Pin map:
Pins as bars across the die edge, other pins in grey.
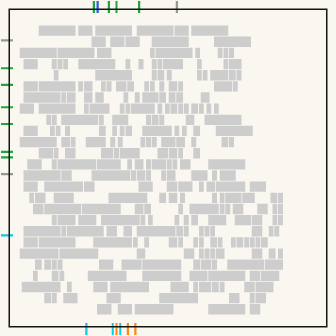
Signal wires on met3:
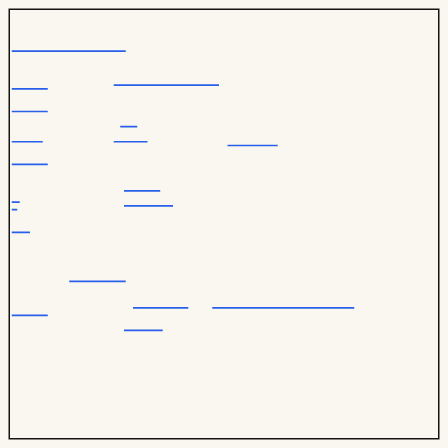
Register map, names as in the netlist:
Other sequential cells in the stronger grey, the rest of the logic in the fainter grey.
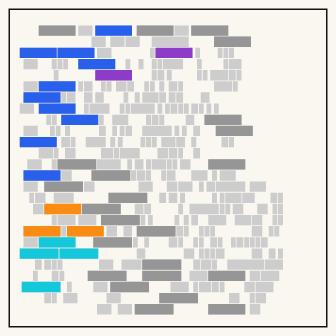
Routing congestion:
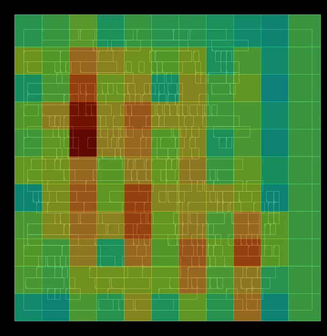
Signal wires by layer:
Only two layers are drawn.
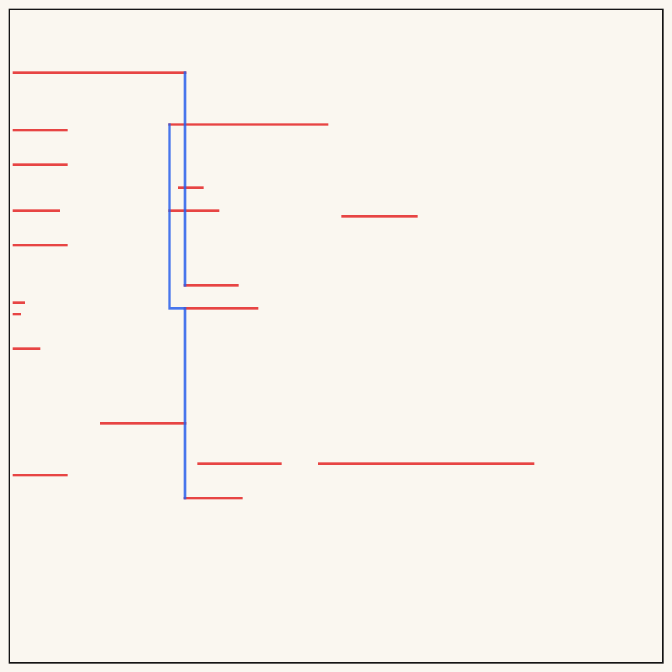
<file path="src/rtl/tenkey_pkg.sv">
// Key codes, FSM states and the 4x3 keypad map shared by the keypad scanner.
package tenkey_pkg;

  localparam logic [3:0] KEY_0     = 4'h0;
  localparam logic [3:0] KEY_1     = 4'h1;
  localparam logic [3:0] KEY_2     = 4'h2;
  localparam logic [3:0] KEY_3     = 4'h3;
  localparam logic [3:0] KEY_4     = 4'h4;
  localparam logic [3:0] KEY_5     = 4'h5;
  localparam logic [3:0] KEY_6     = 4'h6;
  localparam logic [3:0] KEY_7     = 4'h7;
  localparam logic [3:0] KEY_8     = 4'h8;
  localparam logic [3:0] KEY_9     = 4'h9;
  localparam logic [3:0] KEY_STAR  = 4'hA;
  localparam logic [3:0] KEY_HASH  = 4'hB;
  localparam logic [3:0] KEY_MULTI = 4'hE;
  localparam logic [3:0] KEY_NONE  = 4'hF;

  typedef enum logic [1:0] {
    IDLE  = 2'd0,
    CHECK = 2'd1,
    HELD  = 2'd2
  } state_e;

  function automatic logic [3:0] key_at(input logic [1:0] row, input logic [1:0] col);
    logic [3:0] k;
    k = KEY_NONE;
    unique case ({row, col})
      4'b00_00: k = KEY_1;
      4'b00_01: k = KEY_2;
      4'b00_10: k = KEY_3;
      4'b01_00: k = KEY_4;
      4'b01_01: k = KEY_5;
      4'b01_10: k = KEY_6;
      4'b10_00: k = KEY_7;
      4'b10_01: k = KEY_8;
      4'b10_10: k = KEY_9;
      4'b11_00: k = KEY_STAR;
      4'b11_01: k = KEY_0;
      4'b11_10: k = KEY_HASH;
      default:  k = KEY_NONE;
    endcase
    return k;
  endfunction

endpackage

</file>
<file path="src/rtl/tenkey_scan_sync2.sv">
// Two-flop synchronizer; resets to all-ones so idle active-low lines read as released.
module sync2 #(
  parameter int W = 1
) (
  input  logic         clk,
  input  logic         reset,
  input  logic [W-1:0] d_i,
  output logic [W-1:0] q_o
);

  logic [W-1:0] meta_q;
  logic [W-1:0] sync_q;

  always_ff @(posedge clk or posedge reset) begin
    if (reset) begin
      meta_q <= '1;
      sync_q <= '1;
    end else begin
      meta_q <= d_i;
      sync_q <= meta_q;
    end
  end

  assign q_o = sync_q;

endmodule

</file>
<file path="src/rtl/tenkey_scan.sv">
// 4x3 keypad scanner with frame-level debounce; one registered pulse per accepted press.
module tenkey_scan
  import tenkey_pkg::*;
#(
  parameter int SCAN_DIV   = 8,
  parameter int DEBOUNCE_N = 4
) (
  input  logic       clk,
  input  logic       reset,
  input  logic [2:0] col_n,
  output logic [3:0] row_n,
  output logic [9:0] tenkey,
  output logic       close,
  output logic       busy
);

  localparam int PW = $clog2(SCAN_DIV);
  localparam int CW = $clog2(DEBOUNCE_N + 1);

  logic [2:0]    col_s;
  logic [PW-1:0] presc_q;
  logic [1:0]    row_q;
  logic [3:0]    row_n_q;
  logic [1:0]    acc_n_q, acc_n_d;
  logic [3:0]    acc_key_q, acc_key_d;
  state_e        state_q, state_d;
  logic [3:0]    cand_q, cand_d;
  logic [CW-1:0] cnt_q, cnt_d;
  logic [9:0]    tenkey_q, tenkey_d;
  logic          close_q, close_d;
  logic          busy_q;

  logic          slot_end, frame_end, accept;
  logic [1:0]    lows, base_n;
  logic [2:0]    sum_n;
  logic [3:0]    base_key, row_key, frame_res, acc_key;
  logic [CW-1:0] cnt_inc;

  sync2 #(.W(3)) u_col_sync (
    .clk   (clk),
    .reset (reset),
    .d_i   (col_n),
    .q_o   (col_s)
  );

  // Per-row sample: fold this row's low columns into the running frame tally (saturates at 2).
  always_comb begin
    slot_end  = (presc_q == PW'(SCAN_DIV - 1));
    frame_end = slot_end && (row_q == 2'd3);
    lows      = {1'b0, ~col_s[0]} + {1'b0, ~col_s[1]} + {1'b0, ~col_s[2]};
    base_n    = (row_q == 2'd0) ? 2'd0 : acc_n_q;
    base_key  = (row_q == 2'd0) ? KEY_NONE : acc_key_q;
    sum_n     = {1'b0, base_n} + {1'b0, lows};
    acc_n_d   = (sum_n >= 3'd2) ? 2'd2 : sum_n[1:0];
    if (!col_s[0])      row_key = key_at(row_q, 2'd0);
    else if (!col_s[1]) row_key = key_at(row_q, 2'd1);
    else if (!col_s[2]) row_key = key_at(row_q, 2'd2);
    else                row_key = KEY_NONE;
    acc_key_d = (base_n == 2'd0) ? row_key : base_key;
    if (acc_n_d == 2'd0)      frame_res = KEY_NONE;
    else if (acc_n_d == 2'd1) frame_res = acc_key_d;
    else                      frame_res = KEY_MULTI;
  end

  always_ff @(posedge clk or posedge reset) begin
    if (reset) begin
      presc_q   <= '0;
      row_q     <= 2'd0;
      row_n_q   <= 4'b1110;
      acc_n_q   <= 2'd0;
      acc_key_q <= KEY_NONE;
    end else begin
      presc_q <= slot_end ? '0 : presc_q + 1'b1;
      if (slot_end) begin
        row_q     <= row_q + 2'd1;
        row_n_q   <= {row_n_q[2:0], row_n_q[3]};
        acc_n_q   <= acc_n_d;
        acc_key_q <= acc_key_d;
      end
    end
  end

  // Debounce FSM; one counter serves as press count in CHECK and release count in HELD.
  always_comb begin
    state_d  = state_q;
    cand_d   = cand_q;
    cnt_d    = cnt_q;
    accept   = 1'b0;
    acc_key  = cand_q;
    cnt_inc  = cnt_q + 1'b1;
    tenkey_d = '0;
    close_d  = 1'b0;
    if (frame_end) begin
      unique case (state_q)
        IDLE: begin
          if (frame_res <= KEY_HASH) begin
            cand_d  = frame_res;
            acc_key = frame_res;
            if (DEBOUNCE_N == 1) begin
              accept  = 1'b1;
              state_d = HELD;
              cnt_d   = '0;
            end else begin
              state_d = CHECK;
              cnt_d   = CW'(1);
            end
          end
        end
        CHECK: begin
          if (frame_res == cand_q) begin
            if (cnt_inc == CW'(DEBOUNCE_N)) begin
              accept  = 1'b1;
              state_d = HELD;
              cnt_d   = '0;
            end else begin
              cnt_d = cnt_inc;
            end
          end else begin
            state_d = IDLE;
            cnt_d   = '0;
          end
        end
        HELD: begin
          if (frame_res == KEY_NONE) begin
            if (cnt_inc == CW'(DEBOUNCE_N)) begin
              state_d = IDLE;
              cnt_d   = '0;
            end else begin
              cnt_d = cnt_inc;
            end
          end else begin
            cnt_d = '0;
          end
        end
        default: begin
          state_d = IDLE;
          cnt_d   = '0;
        end
      endcase
    end
    if (accept) begin
      if (acc_key <= KEY_9)         tenkey_d = 10'd1 << acc_key;
      else if (acc_key == KEY_HASH) close_d  = 1'b1;
    end
  end

  always_ff @(posedge clk or posedge reset) begin
    if (reset) begin
      state_q  <= IDLE;
      cand_q   <= KEY_NONE;
      cnt_q    <= '0;
      tenkey_q <= '0;
      close_q  <= 1'b0;
      busy_q   <= 1'b0;
    end else begin
      state_q  <= state_d;
      cand_q   <= cand_d;
      cnt_q    <= cnt_d;
      tenkey_q <= tenkey_d;
      close_q  <= close_d;
      busy_q   <= (state_d != IDLE);
    end
  end

  assign row_n  = row_n_q;
  assign tenkey = tenkey_q;
  assign close  = close_q;
  assign busy   = busy_q;

endmodule

</file>
<file path="config.mk">
export PLATFORM = sky130hd
export DESIGN_NAME = tenkey_scan
export DESIGN_NICKNAME = d
export VERILOG_FILES = /design/src/rtl/tenkey_pkg.sv /design/src/rtl/tenkey_scan_sync2.sv /design/src/rtl/tenkey_scan.sv
export SDC_FILE = /design/constraint.sdc
export NUM_CORES = 1
export LEC_CHECK = 0
export ABC_AREA = 1
export CAP_MARGIN = 30
export CORE_MARGIN = 2
export CORE_UTILIZATION = 40
export DETAILED_ROUTE_END_ITERATION = 7
export SLEW_MARGIN = 5
export SYNTH_ARGS = -nofsm -noshare
export SYNTH_HDL_FRONTEND = slang
export SYNTH_SLANG_ARGS = --single-unit
export TNS_END_PERCENT = 50
</file>
<file path="constraint.sdc">
create_clock -name clk -period 3.19 [get_ports clk]
set_clock_uncertainty 0.05 [all_clocks]
set_input_delay 0.638 -clock clk [delete_from_list [all_inputs] [get_ports clk]]
set_output_delay 0.638 -clock clk [all_outputs]
set_load 0.01 [all_outputs]
</file>
==> ci_impl_report.md <==
### Yosys + OpenROAD results

| Metric | Value |
|---|---|
| Vias in the first global route | `1,641` |
| Dominant cell type by area after synthesis | `dfrtp_1` |
| Comb area | `974.7 um2` |
| Flop count | `42` |
| CP startpoint kind | `flop` |
| Max reg flops | `10` |
| Post-synth EDFFs | `0` |
| Area grow syn2layout | `28.96%` |
| Final hold violations | `0` |
| Most frequent cells in the layout | `50 x nand2_1, 34 x inv_1, 32 x nor2_1` |
| Setup crit end | `tenkey[2]$_DFF_PP0_` |
| Met2 routed WL | `1906 um` |
| RSZ-0062 raised after global routing | `yes` |
| Met3 wire length | `157 um` |
| Adder Area Share | `0.08309` |
| Synthesized Nets | `264` |
| Hold slack final | `a little over 0.3 ns` |
| Max-slew violation count | `0` |
| Avg Cell Area, Syn | `8.692 um2` |
| Top cell excl fill/tap | `nand2_1` |
| Clock transition at path regs | `~0.080 ns` |
| CP max FO | `7` |
| Post-Place Setup Slack | `-0.06055 ns` |
| Setup ws final | `-0.03808 ns` |
| M1 WL | `1921 um` |
| H-Tree Depth | `2` |
| Total iterations of the first detailed-routing run | `5` |
| Top area contributor share | `0.2926` |
| Die area | `5947 um2` |
| N_taps | `around 70` |
| Status | `finished, violations left` |
| Compound Share, Synth | `0.06846` |
| Worst Hold End | `u_col_sync.q_o[1]$_DFF_PP1_` |
| Flop2flop setup slack | `-0.04 ns` |
| Tool warning count | `34` |
| Largest class | `sequential cells` |
| Ant diodes | `0` |
| List of most frequent post-synthesis cells | `53 x nand2_1, 36 x inv_1, 35 x nor2_1` |
| Top_reg_cell synth | `dfrtp_1` |
| Clock Path Buffers | `2` |
| Gates resized, CTS repair | `4` |
| Post-layout period usage | `1.012` |
| Synth warn | `0` |
| Final-report setup violation count | `9` |
| Failing checks | `setup timing` |
| Cell Area, Synth | `between 2000 and 2500 um2` |
-- 'pin map' (at the start) --
[cyan] row_n | pins: 4 | direction: output | edge: 3 south, 1 west
[orange] col_n | pins: 3 | direction: input | edge: south
[blue] close | pins: 1 | direction: output | edge: north
[green] tenkey | pins: 10 | direction: output | edge: 6 west, 4 north
die height: 77.12 um
chip width: 77.12 um
port bufs: 20

-- 'signal wires on met3' (at the start) --
nets with wire on the layer: 14
wire length on this layer: 157 um
DRT Wirelength: 4056 um
total number of vias: 1,673
met3 GRT Util: 0.03529

-- 'register map, names as in the netlist' (at the start) --
[purple] state_q | placed flops: 2
[orange] presc_q | placed flops: 3
[cyan] row_n | placed flops: 4 | where: south-west
[blue] tenkey | placed flops: 10
not coloured: 23
Flop area: 1072 um2
Util after Layout: 0.5365
register share of the cell area: 0.3888

-- 'routing congestion' (at the start) --
GR Util All Layers: 0.1561
routing usage on met2: 0.2500
drt wl/cell: 11.17 um
GRT busiest layer: met2

-- 'signal wires by layer' (at the start) --
[blue] M4 | wire length: 71.2 um
[red] M3 | wire length: 157 um

